### src/rtl/uart_tx_ctrl.sv
// UART transmit controller: byte FIFO feeding an 8N1 serializer with a latched baud divisor.
// Define UART_TX_PARITY_EN to insert an even-parity bit between DATA and STOP.
`timescale 1ns/1ps
module uart_tx_ctrl #(
   parameter int FIFO_DEPTH = 4,
   parameter int DIV_W      = 16
) (
   input  logic                          clk,
   input  logic                          rst,
   input  logic                          tx_en,
   input  logic [DIV_W-1:0]              bauddiv,
   input  logic                          wr_valid,
   input  logic [7:0]                    wr_data,
   output logic                          wr_ready,
   output logic                          txd,
   output logic                          busy,
   output logic [$clog2(FIFO_DEPTH):0]   fifo_cnt,
   output logic                          tx_done
);
   localparam int AW = $clog2(FIFO_DEPTH);
   localparam int CW = AW + 1;

   typedef enum logic [2:0] {
      IDLE,
      START,
      DATA,
`ifdef UART_TX_PARITY_EN
      PARITY,
`endif
      STOP
   } state_t;

   state_t           state;
   logic [7:0]       mem [FIFO_DEPTH];
   logic [AW-1:0]    wptr, rptr;
   logic [7:0]       shreg;
   logic [DIV_W-1:0] div_lat, baud_cnt, cnt_nxt;
   logic [2:0]       bit_idx;
   logic             bit_end, push, pop;
`ifdef UART_TX_PARITY_EN
   logic             par;
`endif

   // Ready looks only at the registered count, so a same-cycle pop never frees a slot.
   assign wr_ready = (fifo_cnt < CW'(FIFO_DEPTH));
   assign push     = wr_valid && wr_ready;
   assign bit_end  = (baud_cnt == div_lat);
   assign cnt_nxt  = baud_cnt + DIV_W'(1);
   assign pop      = tx_en && (fifo_cnt != '0) &&
                     ((state == IDLE) || ((state == STOP) && bit_end));

   always_ff @(posedge clk) begin
      if (push) mem[wptr] <= wr_data;
   end

   always_ff @(posedge clk or posedge rst) begin
      if (rst) begin
         wptr     <= '0;
         rptr     <= '0;
         fifo_cnt <= '0;
      end else begin
         if (push) wptr <= wptr + AW'(1);
         if (pop)  rptr <= rptr + AW'(1);
         case ({push, pop})
            2'b10:   fifo_cnt <= fifo_cnt + CW'(1);
            2'b01:   fifo_cnt <= fifo_cnt - CW'(1);
            default: fifo_cnt <= fifo_cnt;
         endcase
      end
   end

   always_ff @(posedge clk or posedge rst) begin
      if (rst) begin
         state    <= IDLE;
         txd      <= 1'b1;
         busy     <= 1'b0;
         tx_done  <= 1'b0;
         shreg    <= '0;
         div_lat  <= '0;
         baud_cnt <= '0;
         bit_idx  <= '0;
`ifdef UART_TX_PARITY_EN
         par      <= 1'b0;
`endif
      end else begin
         tx_done <= 1'b0;
         if (pop) begin
            // Covers both the idle start and the back-to-back restart at stop end.
            state    <= START;
            txd      <= 1'b0;
            busy     <= 1'b1;
            shreg    <= mem[rptr];
            div_lat  <= bauddiv;
            baud_cnt <= '0;
            bit_idx  <= '0;
`ifdef UART_TX_PARITY_EN
            par      <= ^mem[rptr];
`endif
         end else begin
            case (state)
               IDLE: begin
                  txd  <= 1'b1;
                  busy <= 1'b0;
               end
               START: begin
                  if (bit_end) begin
                     state    <= DATA;
                     txd      <= shreg[0];
                     shreg    <= shreg >> 1;
                     baud_cnt <= '0;
                  end else baud_cnt <= cnt_nxt;
               end
               DATA: begin
                  if (bit_end) begin
                     baud_cnt <= '0;
                     if (bit_idx == 3'd7) begin
`ifdef UART_TX_PARITY_EN
                        state   <= PARITY;
                        txd     <= par;
`else
                        state   <= STOP;
                        txd     <= 1'b1;
                        tx_done <= (div_lat == '0);
`endif
                     end else begin
                        txd     <= shreg[0];
                        shreg   <= shreg >> 1;
                        bit_idx <= bit_idx + 3'd1;
                     end
                  end else baud_cnt <= cnt_nxt;
               end
`ifdef UART_TX_PARITY_EN
               PARITY: begin
                  if (bit_end) begin
                     state    <= STOP;
                     txd      <= 1'b1;
                     baud_cnt <= '0;
                     tx_done  <= (div_lat == '0);
                  end else baud_cnt <= cnt_nxt;
               end
`endif
               STOP: begin
                  if (bit_end) begin
                     state <= IDLE;
                     txd   <= 1'b1;
                     busy  <= 1'b0;
                  end else begin
                     baud_cnt <= cnt_nxt;
                     tx_done  <= (cnt_nxt == div_lat);
                  end
               end
               default: state <= IDLE;
            endcase
         end
      end
   end
endmodule
### config.mk
export PLATFORM = sky130hd
export DESIGN_NAME = uart_tx_ctrl
export DESIGN_NICKNAME = d
export VERILOG_FILES = /design/src/rtl/uart_tx_ctrl.sv
export SDC_FILE = /design/constraint.sdc
export NUM_CORES = 1
export LEC_CHECK = 0
export CORE_MARGIN = 2
export CORE_UTILIZATION = 41
export CTS_BUF_LIST = sky130_fd_sc_hd__clkbuf_4 sky130_fd_sc_hd__clkbuf_8
export CTS_CLUSTER_SIZE = 16
export DETAILED_ROUTE_END_ITERATION = 8
export PLACE_DENSITY = 0.61
export SETUP_SLACK_MARGIN = 0.5
export SLEW_MARGIN = 20
export SYNTH_ARGS = -nofsm -noshare
export SYNTH_HDL_FRONTEND = slang
export SYNTH_SLANG_ARGS = --single-unit
export TNS_END_PERCENT = 100
### constraint.sdc
create_clock -name clk -period 3.1 [get_ports clk]
set_input_delay 0.62 -clock clk [delete_from_list [all_inputs] [get_ports clk]]
set_output_delay 0.62 -clock clk [all_outputs]
set_load 0.02 [all_outputs]
Run 1, placement view:
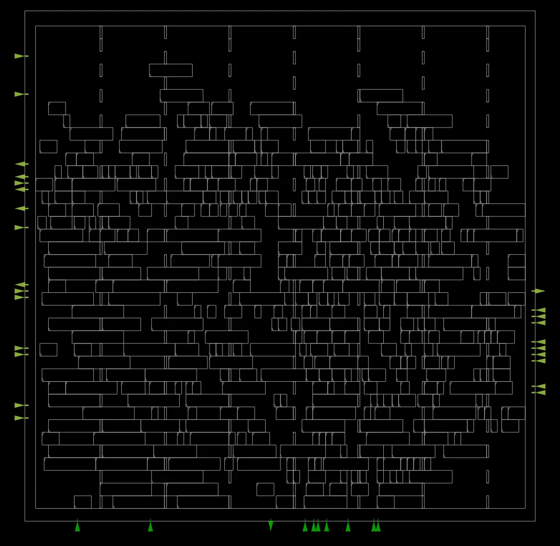
row count: 38
core area: 10840 um^2
Filler cells: 989
Flop Count: 87

Run 1, placement by cell class:
(3 px per um)
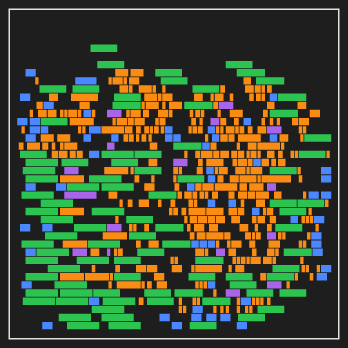
class	color	cells	share of their area
clock drivers and dummy loads	purple	16	3.8%
other buffers and delay cells	blue	61	10%
all other logic	orange	321	42%
flops	green	87	44%
fraction of area in registers: 42.75%
Layout Utilization: 50.81%
cell area after layout: 5508 um^2

Run 1, cell density map:
(3 px per um) The die is cut into 11 by 11 equal tiles; dark blue is low, red is high, 0 to 100% covered.
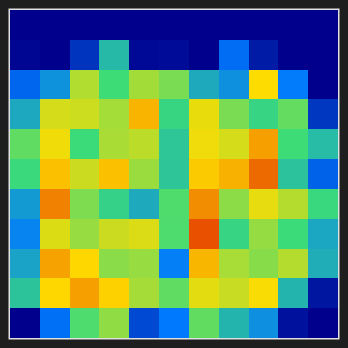
mean over tiles	45%
tiles over 75% full	13%
emptiest ninth of the die	upper right
FP Core Util: 41.94%

==> Changelog: implementation, run 1 <==
## Flow update

* Final net count at 521
* P_seq at 1.33 mW
* Most flops, register: mem
* DR vias/cell at 5.355
* Hpwl dp at 6.781 mm
* Die Area at 11950 um^2
* Largest cell class: flip-flops and latches
* Top Layer Used: met4
* Gr busiest metal: met2
* Critical path capture point: fifo_cnt[2]
* Max_cap viols at 0
* Routability cong. at 0.9075
* DP Cell Count at 592
* Delay-heaviest family, CP: simple AND/OR/NAND/NOR gates
* Dpl cell area at 5054 um^2
* CTS Buf Count at 9
* Comb pwr at 341 uW
* CP Max Fanout at 6
* WHS at 430.4 ps
* Clock Latency Late Sink at 380 ps
* Initial antenna violation count at 0
* Flop2flop setup slack at 590 ps
* Gr usage total at 17.93%
* Metal1 wirelength at 4.413 mm
* Post-route ant nets at 0
* Max incr delay on CP at 470 ps
* Max Slew Vio Count at 0
* Most frequent cells in the layout: nand2_1, dfrtp_1, nor2_1
* Count of library flops with an enable pin at 32
* Simple-Gate Area Share at 18.19%
* Inverters excl. clock at 17
* Compound-Gate Fraction of Synth Area at 7.953%
* Critical Path End Type: register
* Power per standard cell area at 453.6 nW/um^2
* Gate Area at 2155 um^2
* CTS resizes at 6
* XOR-XNOR Cells, Area Fraction at 5.779%
* Initial drt markers at 154
* Minimum clock period after layout at 2512 ps
* Peak VDD IR at 380.3 uV
* YS warnings at 0
* Status: finished clean
* RSZ-0062 raised after global routing: true
* Main synth FF type: dfrtp_1
* Largest register FFs at 32
* Comb area share at 39.12%
* Synth area leaders: dfrtp_1, edfxtp_1, nand2_1, mux2i_1, mux4_2
* Seq pwr share at 53.4%
* Vias in the first global route at 3243
* P_leak at 2.287 nW
* Critical-path cell list: xnor2_2, nand2_2, nor4_4, and4_4, a31oi_4, inv_2, ha_4, inv_1, fa_2, xor2_1, nor2_1, xnor2_1
* Worst path arrival time at 2820 ps
* Mi-comb count at 304
* Most frequent cell after synthesis: nand2_1
* Yosys Instances at 436
* Top Registers: mem x32, baud_cnt x16, div_lat x16
* Largest logic family: simple AND/OR/NAND/NOR gates
* CP max-delay cell: dfrtp_2
* Worst hold path type: in2async
* Mux area share at 8.420%
* Detailed-route via count at 3347
* Clk_buf instances at 9
* Global-route wire length before repair at 16.24 mm
* Pin count of the biggest net entering global routing at 52
* Layout cell share with drive strength beyond 1 at 18.56%
* Yosys chip area at 4547 um^2
* Required @ worst endpoint at 3410 ps
* Cycle use final at 81.02%
* Top Ports at 35
* GR met3 Demand/Resource at 4.386%
* Final setup viols at 0
* Register area at 2355 um^2
* Area growth, synth to finish at 21.13%
* DRC at 0
* Reg2reg end: fifo_cnt[2]
* Seq share, synth at 51.43%
* Power share of the clock group at 33.0%
* Routed length per instance at 16.20 um
* Tot Pwr at 2.499 mW
* Postcts setup bufs at 1
* CTS tree: built
* DRT Wirelength at 10.12 mm
* Die width at 109.3 um
* Flops & latches, synth at 87
* Avg Cell Area, Syn at 10.43 um^2
* Combinational share of power at 13.6%
* Worst-path clk slew at 90 ps
* Tool Warnings at 35
* Clock buffer depth at 2
* Synth top area share at 29.72%
* Setup WS pre-CTS at 364.5 ps
* Worst r2r src: div_lat[10]
* Clk tree area frac at 3.635%
* Post-route setup slack at 588.2 ps
* Well tap count at 140
* Stages on worst setup path at 12
* Post-synth top cells: nand2_1, dfrtp_1, nor2_1, edfxtp_1, mux2i_1
* CTS root buf: clkbuf_8
* Final cell count without fillers at 625
* Relative slew slack at 61.71%
* Metal2 WL at 5.105 mm
* Worst-case reg-to-reg path depth at 12
* GR Util met1 at 22.63%
* Met3 routed WL at 443 um
* Fmax at 398.1 MHz
* Pwr top: sequential cells
* Critical path type: reg2reg
* Setup TNS at 0 ps
* Critical Path Start Type: register
* Grt ovf at 0
* Adder-Cell Fraction of Synth Area at 3.742%
* Chip height at 109.3 um
* Post-Syn Area at 4547 um^2
* WP buf/inv at 2
* CTS Hold Bufs at 0
* Htree depth at 3
* Clock sinks at 87
* Pre-antenna DRT Iters at 4
* Crit path launch: div_lat[10]
* Fin. Hold Viols at 0
* Async set or reset register ratio after synthesis at 63.22%
* Antenna fix cells at 0
* Syn Inst Count at 436
* Non-clock buffer count at 61
Run 1, met1 routing:
(4 px per um) Supply wires on this layer in gray. Cells faint in the background.
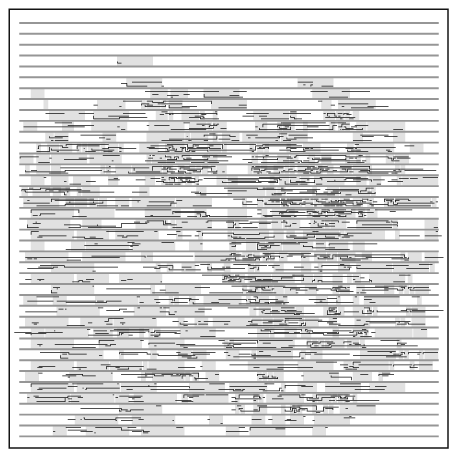

==> run 1 -> run 2 <==
- clock period: 3.1 -> 2.25 ns (I/O delays scaled with it)
Run 2, met1 routing:
(4 px per um) Supply wires on this layer in gray. Cells faint in the background.
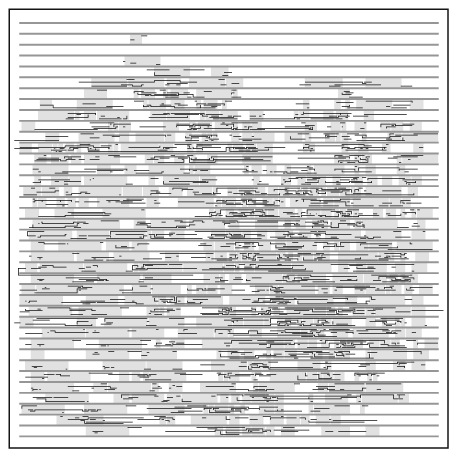
main direction	horizontal
nets with wire on the layer	519
wire length on this layer	4810 um
longest straight run	43.7 um
share of all routed wire	42%
DRT Wirelength: 11.42 mm
detailed-route via count: 3569

Run 2, I/O nets highlighted:
(2 px per um)
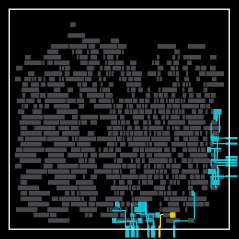
port	color	direction	end cells	buffers	wire
`bauddiv`	cyan	input	16	16	279 um
`rst`	yellow	input	1	1	8.90 um
PortBufs: 34
Top Ports: 35

==> run 2 against run 1 <==
The flow now finishes with violations (negative setup slack); design area up 14%; clock skew down 5.0 ps; critical path depth up 1; via count up 6.6%; first-iteration DRC count up 27%.
==> Changelog: implementation, run 2 <==
## Flow update

* Status: complete, but fails checks
* Violated checks: negative setup slack
* Global-route wire length before repair at 18.79 mm
* Gr usage total at 20.84%
* Metal2 WL at 5.869 mm
* Routed length per instance at 16.80 um
* Die width at 109.3 um
* Max Slew Vio Count at 0
* CTS Buf Count at 9
* Crit path launch: div_lat[11]
* Compound-Gate Fraction of Synth Area at 7.953%
* Final cell count without fillers at 680
* Post-route setup slack at -356.8 ps
* Initial drt markers at 195
* Core area at 10840 um^2
* Synth area leaders: dfrtp_1, edfxtp_1, nand2_1, mux2i_1, mux4_2
* Peak VDD IR at 547.7 uV
* CTS Hold Bufs at 0
* Comb pwr at 488 uW
* Chip height at 109.3 um
* CP Max Fanout at 2
* CTS root buf: clkbuf_8
* Fin. Hold Viols at 0
* Layout Utilization at 57.88%
* Most frequent cells in the layout: buf_4, nand2_1, dfrtp_1
* GR Util met1 at 26.26%
* Worst r2r src: div_lat[11]
* Worst-case reg-to-reg path depth at 13
* Delay-heaviest family, CP: simple AND/OR/NAND/NOR gates
* Critical-path cell list: xnor2_4, nand2b_4, nor4_4, buf_4, and4_4, a31oi_4, inv_4, ha_4, inv_2, fa_2, xor2_1, nor2_1, xnor2_1
* Avg Cell Area, Syn at 10.43 um^2
* Seq share, synth at 51.43%
* Max_cap viols at 0
* Initial antenna violation count at 0
* Gate Area at 2355 um^2
* Yosys Instances at 436
* Inverters excl. clock at 17
* Pwr top: sequential cells
* Clk tree area frac at 3.131%
* Vias in the first global route at 3727
* Yosys chip area at 4547 um^2
* RSZ-0062 raised after global routing: true
* Comb area share at 37.53%
* Critical Path Start Type: register
* Cell area after layout at 6275 um^2
* Dpl cell area at 5469 um^2
* Power share of the clock group at 31.7%
* Die Area at 11950 um^2
* DR vias/cell at 5.249
* Setup WS pre-CTS at -386.7 ps
* Relative slew slack at 57.40%
* GR met3 Demand/Resource at 4.505%
* Critical path type: reg2reg
* Postcts setup bufs at 10
* Reg2reg end: fifo_cnt[2]
* Flops & latches, synth at 87
* FP Core Util at 41.94%
* Antenna fix cells at 0
* Non-clock buffer count at 116
* WP buf/inv at 3
* DP Cell Count at 645
* Grt ovf at 0
* CTS tree: built
* Post-synth top cells: nand2_1, dfrtp_1, nor2_1, edfxtp_1, mux2i_1
* Fraction of area in registers at 37.31%
* Most flops, register: mem
* Pin count of the biggest net entering global routing at 38
* Tot Pwr at 3.414 mW
* Largest register FFs at 32
* Clock buffer depth at 2
* Register area at 2341 um^2
* Gr busiest metal: met2
* Top Layer Used: met4
* Power per standard cell area at 544.1 nW/um^2
* Async set or reset register ratio after synthesis at 63.22%
* Post-route ant nets at 0
* Area growth, synth to finish at 38.00%
* Metal1 wirelength at 4.808 mm
* Row count at 38
* Most frequent cell after synthesis: nand2_1
* Filler cells at 955
* Largest cell class: combinational gates
* CP max-delay cell: dfrtp_2
* Seq pwr share at 54.0%
* Fmax at 383.6 MHz
* Clock Latency Late Sink at 370 ps
* Flop Count at 87
* P_seq at 1.84 mW
* Flop2flop setup slack at -360 ps
* XOR-XNOR Cells, Area Fraction at 5.779%
* Pre-antenna DRT Iters at 4
* Critical Path End Type: register
* Main synth FF type: dfrtp_1
* Clk_buf instances at 9
* Htree depth at 3
* Synth top area share at 29.72%
* Cycle use final at 115.9%
* Max incr delay on CP at 470 ps
* Tool Warnings at 35
* Stages on worst setup path at 13
* Final setup viols at 46
* Well tap count at 140
Power figures rest on the tool's default switching activity, not on a simulated workload.
